[src/rtl/axi_s2m_pkg.sv]
// Shared defaults and skid-buffer state encoding for the slave-to-master
// response mux (B and R channels).
package axi_s2m_pkg;

    localparam int NUM_DEF    = 3;
    localparam int W_ID_DEF   = 4;
    localparam int W_DATA_DEF = 32;

    typedef enum logic [1:0] {
        EMPTY = 2'd0,
        ONE   = 2'd1,
        FULL  = 2'd2
    } buf_state_t;

endpackage

[src/rtl/axi_skid_s2m.sv]
// Two-entry skid buffer (main + skid register) with a registered ready path.
// The master side is always driven from the main register; the skid register
// only catches the beat that arrives while main is still waiting to drain.
module axi_skid_s2m
    import axi_s2m_pkg::*;
#(
    parameter int W = 8
) (
    input  logic         clk,
    input  logic         rst,
    input  logic         in_valid,
    output logic         in_ready,
    input  logic [W-1:0] in_data,
    output logic         out_valid,
    input  logic         out_ready,
    output logic [W-1:0] out_data
);

    buf_state_t   state;
    buf_state_t   state_nxt;
    logic [W-1:0] main_q;
    logic [W-1:0] skid_q;
    logic         accept;
    logic         drain;
    logic         load_main_in;
    logic         load_main_skid;
    logic         load_skid;

    // Ready is forced low while reset is held so no slave sees a handshake.
    assign in_ready  = (state != FULL) && !rst;
    assign out_valid = (state != EMPTY);
    assign out_data  = main_q;
    assign accept    = in_valid && in_ready;
    assign drain     = out_valid && out_ready;

    // Next-state and register-load decisions for the three-state buffer.
    always_comb begin
        state_nxt      = state;
        load_main_in   = 1'b0;
        load_main_skid = 1'b0;
        load_skid      = 1'b0;
        case (state)
            EMPTY: begin
                if (accept) begin
                    state_nxt    = ONE;
                    load_main_in = 1'b1;
                end
            end
            ONE: begin
                if (accept && !drain) begin
                    state_nxt = FULL;
                    load_skid = 1'b1;
                end else if (drain && !accept) begin
                    state_nxt = EMPTY;
                end else if (accept && drain) begin
                    load_main_in = 1'b1;
                end
            end
            FULL: begin
                if (drain) begin
                    state_nxt      = ONE;
                    load_main_skid = 1'b1;
                end
            end
            default: state_nxt = EMPTY;
        endcase
    end

    // State register; reset discards any buffered beats.
    always_ff @(posedge clk or posedge rst) begin
        if (rst) state <= EMPTY;
        else     state <= state_nxt;
    end

    // Main register is cleared on reset so the master payload reads zero
    // until the first beat is accepted.
    always_ff @(posedge clk or posedge rst) begin
        if (rst)                 main_q <= '0;
        else if (load_main_in)   main_q <= in_data;
        else if (load_main_skid) main_q <= skid_q;
    end

    // Skid register holds payload only; its contents are meaningless unless FULL.
    always_ff @(posedge clk) begin
        if (load_skid) skid_q <= in_data;
    end

endmodule

[src/rtl/axi_mux_s2m_rs.sv]
// Slave-to-master B and R response mux, each channel followed by a skid buffer.
// The lowest set grant bit selects the slave; a zero grant selects nobody.
module axi_mux_s2m_rs
    import axi_s2m_pkg::*;
#(
    parameter int NUM    = NUM_DEF,
    parameter int W_ID   = W_ID_DEF,
    parameter int W_DATA = W_DATA_DEF
) (
    input  logic                    AXI_CLK,
    input  logic                    AXI_RST,
    input  logic [NUM:0]            BGRANT,
    input  logic [(NUM+1)*W_ID-1:0] S_BID,
    input  logic [(NUM+1)*2-1:0]    S_BRESP,
    input  logic [NUM:0]            S_BVALID,
    output logic [NUM:0]            S_BREADY,
    output logic [W_ID-1:0]         M_BID,
    output logic [1:0]              M_BRESP,
    output logic                    M_BVALID,
    input  logic                    M_BREADY,
    input  logic [NUM:0]            RGRANT,
    input  logic [(NUM+1)*W_ID-1:0]   S_RID,
    input  logic [(NUM+1)*W_DATA-1:0] S_RDATA,
    input  logic [(NUM+1)*2-1:0]      S_RRESP,
    input  logic [NUM:0]              S_RLAST,
    input  logic [NUM:0]              S_RVALID,
    output logic [NUM:0]              S_RREADY,
    output logic [W_ID-1:0]           M_RID,
    output logic [W_DATA-1:0]         M_RDATA,
    output logic [1:0]                M_RRESP,
    output logic                      M_RLAST,
    output logic                      M_RVALID,
    input  logic                      M_RREADY
);

    localparam int W_B = W_ID + 2;
    localparam int W_R = W_ID + W_DATA + 3;

    logic [NUM:0]   b_sel;
    logic [NUM:0]   r_sel;
    logic           b_sel_valid;
    logic           r_sel_valid;
    logic [W_B-1:0] b_sel_data;
    logic [W_R-1:0] r_sel_data;
    logic           b_in_ready;
    logic           r_in_ready;
    logic [W_B-1:0] b_out_data;
    logic [W_R-1:0] r_out_data;

    // x & -x isolates the lowest set bit, so a multi-bit grant degrades to
    // the lowest index instead of OR-ing several slaves together.
    assign b_sel = BGRANT & (~BGRANT + (NUM+1)'(1));
    assign r_sel = RGRANT & (~RGRANT + (NUM+1)'(1));

    assign S_BREADY = b_sel & {(NUM+1){b_in_ready}};
    assign S_RREADY = r_sel & {(NUM+1){r_in_ready}};

    // B payload mux driven by the one-hot select.
    always_comb begin
        b_sel_valid = 1'b0;
        b_sel_data  = '0;
        for (int i = 0; i <= NUM; i++) begin
            if (b_sel[i]) begin
                b_sel_valid = S_BVALID[i];
                b_sel_data  = {S_BID[i*W_ID +: W_ID], S_BRESP[i*2 +: 2]};
            end
        end
    end

    // R payload mux driven by the one-hot select; RLAST passes through untouched.
    always_comb begin
        r_sel_valid = 1'b0;
        r_sel_data  = '0;
        for (int i = 0; i <= NUM; i++) begin
            if (r_sel[i]) begin
                r_sel_valid = S_RVALID[i];
                r_sel_data  = {S_RID[i*W_ID +: W_ID], S_RDATA[i*W_DATA +: W_DATA],
                               S_RRESP[i*2 +: 2], S_RLAST[i]};
            end
        end
    end

    axi_skid_s2m #(.W(W_B)) u_b_skid (
        .clk       (AXI_CLK),
        .rst       (AXI_RST),
        .in_valid  (b_sel_valid),
        .in_ready  (b_in_ready),
        .in_data   (b_sel_data),
        .out_valid (M_BVALID),
        .out_ready (M_BREADY),
        .out_data  (b_out_data)
    );

    axi_skid_s2m #(.W(W_R)) u_r_skid (
        .clk       (AXI_CLK),
        .rst       (AXI_RST),
        .in_valid  (r_sel_valid),
        .in_ready  (r_in_ready),
        .in_data   (r_sel_data),
        .out_valid (M_RVALID),
        .out_ready (M_RREADY),
        .out_data  (r_out_data)
    );

    assign {M_BID, M_BRESP}                 = b_out_data;
    assign {M_RID, M_RDATA, M_RRESP, M_RLAST} = r_out_data;

endmodule

[config.mk]
export PLATFORM = sky130hd
export DESIGN_NAME = axi_mux_s2m_rs
export DESIGN_NICKNAME = d
export VERILOG_FILES = /design/src/rtl/axi_s2m_pkg.sv /design/src/rtl/axi_skid_s2m.sv /design/src/rtl/axi_mux_s2m_rs.sv
export SDC_FILE = /design/constraint.sdc
export NUM_CORES = 1
export LEC_CHECK = 0
export CAP_MARGIN = 20
export CELL_PAD_IN_SITES_DETAIL_PLACEMENT = 1
export CELL_PAD_IN_SITES_GLOBAL_PLACEMENT = 2
export CORE_UTILIZATION = 24
export CTS_BUF_LIST = sky130_fd_sc_hd__clkbuf_4 sky130_fd_sc_hd__clkbuf_8
export DETAILED_ROUTE_END_ITERATION = 10
export PLACE_DENSITY = 0.83
export SETUP_SLACK_MARGIN = 0.5
export SLEW_MARGIN = 10
export SYNTH_ARGS = -nofsm -noshare
export SYNTH_HDL_FRONTEND = slang
export SYNTH_SLANG_ARGS = --single-unit
[constraint.sdc]
create_clock -name AXI_CLK -period 4.7 [get_ports AXI_CLK]
set_clock_uncertainty 0.2 [all_clocks]
set_input_delay 1.175 -clock AXI_CLK [delete_from_list [all_inputs] [get_ports AXI_CLK]]
set_output_delay 1.175 -clock AXI_CLK [all_outputs]
set_load 0.005 [all_outputs]
### Clock distribution

Drawn at 3 px/um.
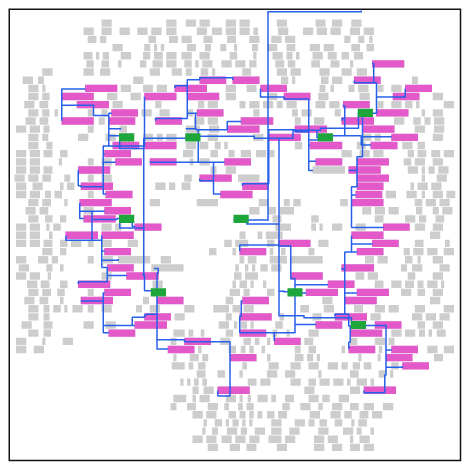
[clock wires] blue | length: 1,300 um
[cells driving clock nets] green | count: 9
[flip-flops] magenta | count: 94
routed clock nets: 10
clock share of power: 22.5%
clock latency on the worst-skew pair: 0.37 ns
clock-net power: 0.711 mW

### Met3 routing

Drawn at 3 px/um.
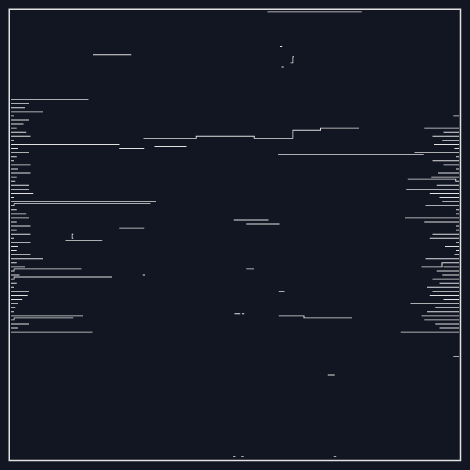
nets with wire on the layer: 122
wire length on this layer: 1,130 um
main direction: horizontal
DRT Wirelength: 19,660 um
via count: 5,035
met3 usage: 3.872%

### Clock nets

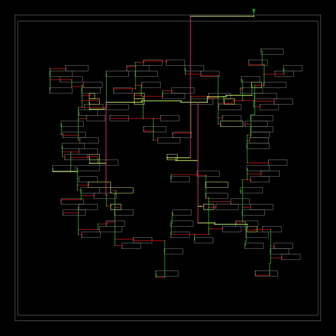
clk sinks: 94
Clock buffer cells: 11
CTS buffer count: 9

### Gate families picked out

Drawn at 2 px/um.
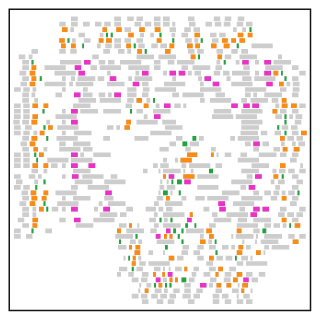
| family | colour | cells | most used |
|---|---|---|---|
| inverting AOI/OAI gates | orange | 112 | a221oi_1 |
| AND-OR and OR-AND gates | magenta | 48 | a221o_1 |
| NAND gates | green | 64 | nand2_1 |
fin cells: 1,009
Commonest Layout Cell: clkdlybuf4s50_1
fraction of area in multi-input gates: 29.03%

### Sequential cells coloured by instance or generate block

Drawn at 3 px/um. Other cells in grey.
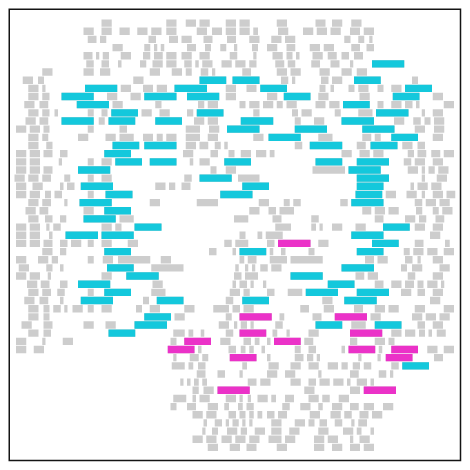
| scope | colour | flops |
|---|---|---|
| u_b_skid | magenta | 14 |
| u_r_skid | cyan | 80 |

==> out/qor.yml <==
yosys_area_um2: 5249
fillers: 2332
switching_share_pct: 28.44
pin_count: 255
power_switching_mw: 0.8982
areaGrowthSynthToFinish_pct: 58.57
max-clock-path-buffers: 2
cts_hold_buf: 0
grt_util_met2_pct: 33.26
yosysMostFrequentCell: "nor2b_1"
adder_share_pct: 0.9535
cp.arrival_ns: 2.79
dp_hpwl_um: 15130
warnings: 29
synth_area_um2: 5249
worst_slack_ns: 0.5347
dpl.cell_count: 994
top_layer: "met5"
cts_tree: "yes"
whs_endpoint: "u_r_skid.out_data[10]$_DFFE_PP0P_"
fp-row-count: 53
core_area_um2: 21220
drv_cap: 0
synth_nets: 700
met2WireLength_um: 10730
ys_sh_mux_pct: 0.1907
p_seq_share_pct: 39.5
place_area_um2: 8045
hold_slack_ns: 0.2855
hold_violations: 0
pg_seq_mw: 1.25
synthXorXnorAreaFrac_pct: 0
syn_area_per_cell_um2: 10.58
top_area_cell: "edfxtp_1"
htreeDepth: 3
crit_top_cell: "clkdlybuf4s50_1"
timing.rr.end: "u_r_skid.out_data[6]$_DFFE_PP0P_"
crit_family: "buffers and inverters"
top_area_share_pct: 25.74
dieArea_um2: 22470
die_h_um: 149.9
end_kind: "output pin"
outcome: "finished, final reports clean"
met1_usage_pct: 18.51
==> area by class of cell <==
class | instances | area (um2) | area share, %
Clock buffer | 11 | 145.1 | 1.744
Multi-Input combinational cell | 345 | 2416 | 29.03
Tap cell | 275 | 344.1 | 4.134
Clock inverter | 4 | 120.1 | 1.443
Sequential cell | 94 | 2577 | 30.97
Inverter | 11 | 45.04 | 0.5412
Timing Repair Buffer | 269 | 2675 | 32.14
==> state kept, by name, indices dropped and copies added, names as in the netlist <==
| register | cells |
|---|---|
| u_b_skid.out_data | 6 |
| u_b_skid.skid_q | 6 |
| u_b_skid.state | 2 |
| u_r_skid.out_data | 39 |
| u_r_skid.skid_q | 39 |
| u_r_skid.state | 2 |
No activity file was given, so power comes from the tool's default toggle rates.
